==> config.mk <==
export PLATFORM = sky130hd
export DESIGN_NAME = y_alu_seq_flat
export DESIGN_NICKNAME = d
export VERILOG_FILES = /design/src/rtl/y_alu_seq_if.sv /design/src/rtl/y_alu_seq.sv /design/src/flat_wrapper.sv
export SDC_FILE = /design/constraint.sdc
export NUM_CORES = 1
export LEC_CHECK = 0
export CELL_PAD_IN_SITES_DETAIL_PLACEMENT = 1
export CELL_PAD_IN_SITES_GLOBAL_PLACEMENT = 1
export CORE_UTILIZATION = 49
export DETAILED_ROUTE_END_ITERATION = 8
export PLACE_DENSITY_LB_ADDON = 0.12
export RECOVER_POWER = 25
export SETUP_SLACK_MARGIN = 0.05
export SLEW_MARGIN = 20
export SYNTH_ARGS = -nofsm -noshare
export SYNTH_HDL_FRONTEND = slang
export SYNTH_SLANG_ARGS = --single-unit
==> constraint.sdc <==
create_clock -name clk -period 7.8 [get_ports clk]
set_clock_uncertainty 0.2 [all_clocks]
set_input_delay 1.56 -clock clk [delete_from_list [all_inputs] [get_ports clk]]
set_output_delay 1.56 -clock clk [all_outputs]
set_load 0.01 [all_outputs]
==> src/rtl/y_alu_seq_if.sv <==
// rtl/y_alu_seq_if.sv - valid/ready operand and result bundle for y_alu_seq
//
// Purpose: carries the issue-side handshake (in_valid/in_ready, a, b, op)
// and the writeback-side handshake (out_valid/out_ready, z, ex).
// Ports (signals):
//   in_valid  master->slave  operands/op presented
//   in_ready  slave->master  block can accept
//   a, b      master->slave  operands, WIDTH bits
//   op        master->slave  3-bit operation select
//   out_valid slave->master  z/ex valid
//   out_ready master->slave  consumer takes result
//   z         slave->master  result, WIDTH bits
//   ex        slave->master  exception flag
interface y_alu_seq_if #(
  parameter int WIDTH = 32
);
  logic             in_valid;
  logic             in_ready;
  logic [WIDTH-1:0] a;
  logic [WIDTH-1:0] b;
  logic [2:0]       op;
  logic             out_valid;
  logic             out_ready;
  logic [WIDTH-1:0] z;
  logic             ex;

  modport master (
    output in_valid, a, b, op, out_ready,
    input  in_ready, out_valid, z, ex
  );

  modport slave (
    input  in_valid, a, b, op, out_ready,
    output in_ready, out_valid, z, ex
  );
endinterface

==> src/rtl/y_alu_seq.sv <==
// rtl/y_alu_seq.sv - handshaked ALU with single-cycle ops and shift-add multiply
//
// Purpose: AND, OR, ADD, SUB, SLT, SLL, SRA complete in one cycle; MUL runs
// WIDTH shift-add iterations. Result and exception flag are registered and
// held until the consumer takes them.
// Ports:
//   clk    input   clock, rising edge
//   rst_n  input   synchronous active-low reset
//   bus    slave   y_alu_seq_if: in_valid/in_ready/a/b/op in,
//                  out_valid/out_ready/z/ex out
module y_alu_seq #(
  parameter int WIDTH = 32
) (
  input logic        clk,
  input logic        rst_n,
  y_alu_seq_if.slave bus
);
  localparam int             SHW  = $clog2(WIDTH);
  localparam logic [SHW-1:0] LAST = SHW'(WIDTH - 1);

  localparam logic [2:0] OP_AND = 3'b000;
  localparam logic [2:0] OP_OR  = 3'b001;
  localparam logic [2:0] OP_ADD = 3'b010;
  localparam logic [2:0] OP_MUL = 3'b011;
  localparam logic [2:0] OP_SLL = 3'b100;
  localparam logic [2:0] OP_SRA = 3'b101;
  localparam logic [2:0] OP_SUB = 3'b110;
  localparam logic [2:0] OP_SLT = 3'b111;

  localparam logic [1:0] S_IDLE = 2'd0;
  localparam logic [1:0] S_MUL  = 2'd1;
  localparam logic [1:0] S_DONE = 2'd2;

  logic [1:0]       state;
  logic [WIDTH-1:0] z_q;
  logic             ex_q;
  logic [WIDTH-1:0] mcand;
  logic [WIDTH-1:0] mplier;
  logic [WIDTH-1:0] acc;
  logic             ovf;
  logic [SHW-1:0]   count;

  logic             accept;
  logic             out_xfer;
  logic [WIDTH-1:0] addend;
  logic [WIDTH-1:0] sum;
  logic [WIDTH-1:0] alu_z;
  logic             alu_ex;
  logic [WIDTH-1:0] mul_addend;
  logic [WIDTH:0]   step_sum;
  logic             step_ovf;

  // A finished result may be replaced in the same edge it is consumed.
  assign bus.in_ready  = rst_n && ((state == S_IDLE) ||
                                   ((state == S_DONE) && bus.out_ready));
  assign bus.out_valid = (state == S_DONE);
  assign bus.z         = z_q;
  assign bus.ex        = ex_q;

  assign accept   = bus.in_valid && bus.in_ready;
  assign out_xfer = bus.out_valid && bus.out_ready;

  // ADD and SUB share one adder; SUB feeds ~b with a carry-in of 1.
  always_comb begin
    addend = (bus.op == OP_SUB) ? ~bus.b : bus.b;
    sum    = bus.a + addend + WIDTH'(bus.op == OP_SUB);
    alu_z  = '0;
    alu_ex = 1'b0;
    case (bus.op)
      OP_AND: alu_z = bus.a & bus.b;
      OP_OR:  alu_z = bus.a | bus.b;
      OP_ADD, OP_SUB: begin
        alu_z  = sum;
        alu_ex = (bus.a[WIDTH-1] == addend[WIDTH-1]) &&
                 (sum[WIDTH-1] != bus.a[WIDTH-1]);
      end
      OP_SLT: alu_z = {{(WIDTH-1){1'b0}}, ($signed(bus.a) < $signed(bus.b))};
      OP_SLL: alu_z = bus.a << bus.b[SHW-1:0];
      OP_SRA: alu_z = $unsigned($signed(bus.a) >>> bus.b[SHW-1:0]);
      default: begin
        alu_z  = '0;
        alu_ex = 1'b0;
      end
    endcase
  end

  // One multiply iteration. Overflow is either a carry out of the
  // accumulator or a set multiplicand MSB about to be shifted out while a
  // higher multiplier bit is still pending (that partial product would land
  // at or above bit WIDTH).
  always_comb begin
    mul_addend = mplier[0] ? mcand : '0;
    step_sum   = {1'b0, acc} + {1'b0, mul_addend};
    step_ovf   = step_sum[WIDTH] | (mcand[WIDTH-1] & (|mplier[WIDTH-1:1]));
  end

  always_ff @(posedge clk) begin
    if (!rst_n) begin
      state  <= S_IDLE;
      z_q    <= '0;
      ex_q   <= 1'b0;
      mcand  <= '0;
      mplier <= '0;
      acc    <= '0;
      ovf    <= 1'b0;
      count  <= '0;
    end else begin
      case (state)
        S_MUL: begin
          acc    <= step_sum[WIDTH-1:0];
          mcand  <= mcand << 1;
          mplier <= mplier >> 1;
          ovf    <= ovf | step_ovf;
          count  <= count + SHW'(1);
          if (count == LAST) begin
            z_q   <= step_sum[WIDTH-1:0];
            ex_q  <= ovf | step_ovf;
            state <= S_DONE;
          end
        end
        default: begin
          if (accept) begin
            if (bus.op == OP_MUL) begin
              mcand  <= bus.a;
              mplier <= bus.b;
              acc    <= '0;
              ovf    <= 1'b0;
              count  <= '0;
              state  <= S_MUL;
            end else begin
              z_q   <= alu_z;
              ex_q  <= alu_ex;
              state <= S_DONE;
            end
          end else if (out_xfer || (state != S_DONE)) begin
            state <= S_IDLE;
          end
        end
      endcase
    end
  end
endmodule

==> src/flat_wrapper.sv <==
// flat-port wrapper written by rule: the top's interface ports become plain ports
module y_alu_seq_flat 
#(
  parameter int WIDTH = 32
)
  (clk, rst_n, bus_in_valid, bus_a, bus_b, bus_op, bus_out_ready, bus_in_ready, bus_out_valid, bus_z, bus_ex);
  y_alu_seq_if #(.WIDTH(WIDTH)) bus_i ();
  input logic clk;
  input logic rst_n;
  input wire logic [$bits(bus_i.in_valid)-1:0] bus_in_valid;
  input wire logic [$bits(bus_i.a)-1:0] bus_a;
  input wire logic [$bits(bus_i.b)-1:0] bus_b;
  input wire logic [$bits(bus_i.op)-1:0] bus_op;
  input wire logic [$bits(bus_i.out_ready)-1:0] bus_out_ready;
  output wire logic [$bits(bus_i.in_ready)-1:0] bus_in_ready;
  output wire logic [$bits(bus_i.out_valid)-1:0] bus_out_valid;
  output wire logic [$bits(bus_i.z)-1:0] bus_z;
  output wire logic [$bits(bus_i.ex)-1:0] bus_ex;
  assign bus_i.in_valid = bus_in_valid;
  assign bus_i.a = bus_a;
  assign bus_i.b = bus_b;
  assign bus_i.op = bus_op;
  assign bus_i.out_ready = bus_out_ready;
  assign bus_in_ready = bus_i.in_ready;
  assign bus_out_valid = bus_i.out_valid;
  assign bus_z = bus_i.z;
  assign bus_ex = bus_i.ex;
  y_alu_seq #(.WIDTH(WIDTH)) u_core (.clk(clk), .rst_n(rst_n), .bus(bus_i));
endmodule
**Signal wires on met1**

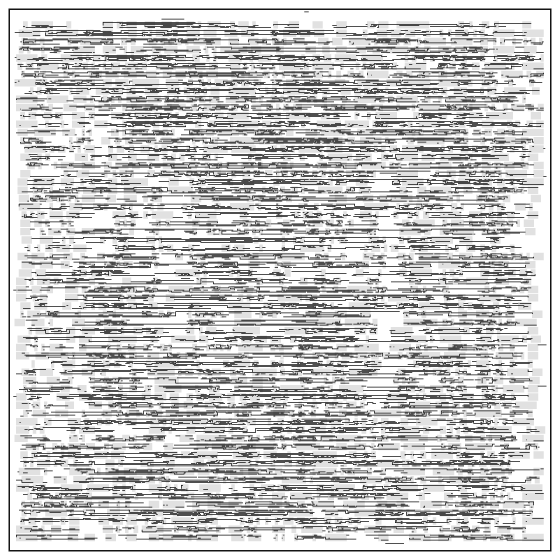
longest straight run: 77.3 um
wire length on this layer: 26.4 mm
main direction: horizontal
nets with wire on the layer: 2039
share of all routed wire: 41%

**M2 wires**

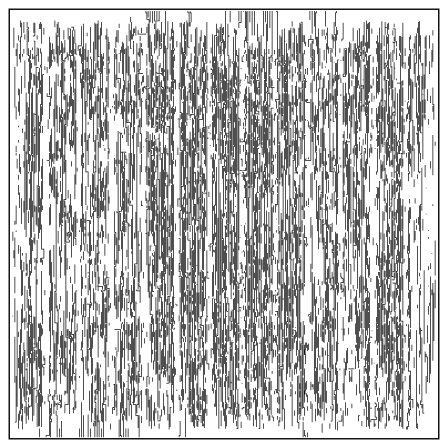
wire length on this layer: 29.3 mm
main direction: vertical
longest straight run: 67.7 um
share of all routed wire: 46%
nets with wire on the layer: 1918

**Metal 4**

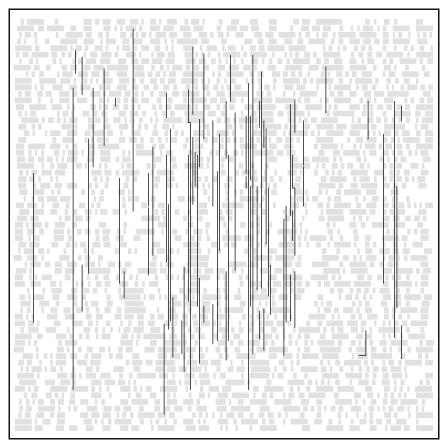
wire length on this layer: 2910 um
main direction: vertical
longest straight run: 127 um
share of all routed wire: 4.5%

==> results.toml <==
# physical design summary
[run_status]
status = "complete, but fails checks"
violations = "max-capacitance violations, max-slew violations"

[synthesis]
synth_top_flop_cell = "dfxtp_1"
syn_inst = 1965
syn-num-nets = 2206
synth-xor-area-share_pct = 4.00
logic_family = "AND-OR/OR-AND gates"
avgSynthCellArea_um2 = 7.69
yosysUniqueCellTypes = 84
mux_area_share_pct = 12.4

[sta]
slew_violations = 34
grt_setup_unrepaired = "no"
period_used_pct = 87.9
fin_ws_ns = 0.942
worst_pin_slew_ns = 1.83
relSlewSlack_pct = -22.3

[pwr]
p_sw_share_pct = 39.8
intPower_mw = 1.49
seq-power_mw = 0.735
sequentialPowerShare_pct = 29.7
total_power_mw = 2.47

[route]
wl_met3_um = 5490
viasPerCell = 6.80
drc = 0
wirelength_um = 64000
drtIter0Drc = 1436

[clocking]
ctsHoldBuffers = 0
cts_buffers = 17
clkLatencyLatePin_ns = 0.47

[finish]
fillers = 3705
clock_area_share_pct = 3.56
num-nonclk-inverters = 100
antenna_cells = 1
register_area_mm2 = 0.00274
final_cell_area_mm2 = 0.0169
nNonClkBuffers = 134

[hold_path]
hp-start = "u_core.ovf"
hold_path_end = "u_core.ovf"

[setup_path]
ff2ff_path_depth = 13
endpoint_kind = "primary output"
cp-endpoint = "bus_in_ready"
crit_top_cell = "clkdlybuf4s50_1"
worstPathCellList = "clkdlybuf4s50_1 > clkbuf_1 > clkinv_2 > buf_4 > a211oi_1 > clkdlybuf4s50_1"
crit_path_top_delay_cell = "clkbuf_1"

[grt]
grt_max_degree = 98
antenna_found_initial = 2
grt_pass1_wl_um = 96900

[flow_run]
maxCapViolCount = 1
warnings = 98

[place]
port_buffers = 105
post-place-ws_ns = 1.64

[floorplan]
rows = 63
die_w_um = 178
**Routing congestion**

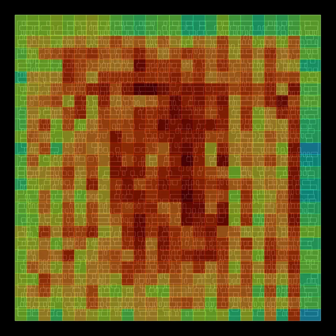
GR Util met3: 7.58%
grt met2 use: 65.1%
Wirelength per Cell: 26.8 um
met1 Use GR: 53.0%
Most Crowded Layer GR: met2

**Cell density map**

The bar under the picture is 50 um long. The die is cut into 18 by 18 equal tiles; dark blue is low, red is high, 0 to 100% covered.
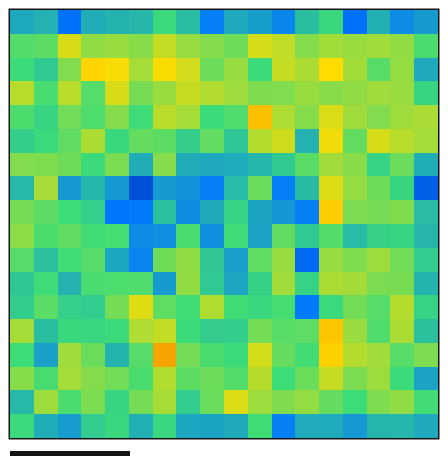
tiles over 75% full: 2.2%
fullest tile: 81%
mean over tiles: 52%

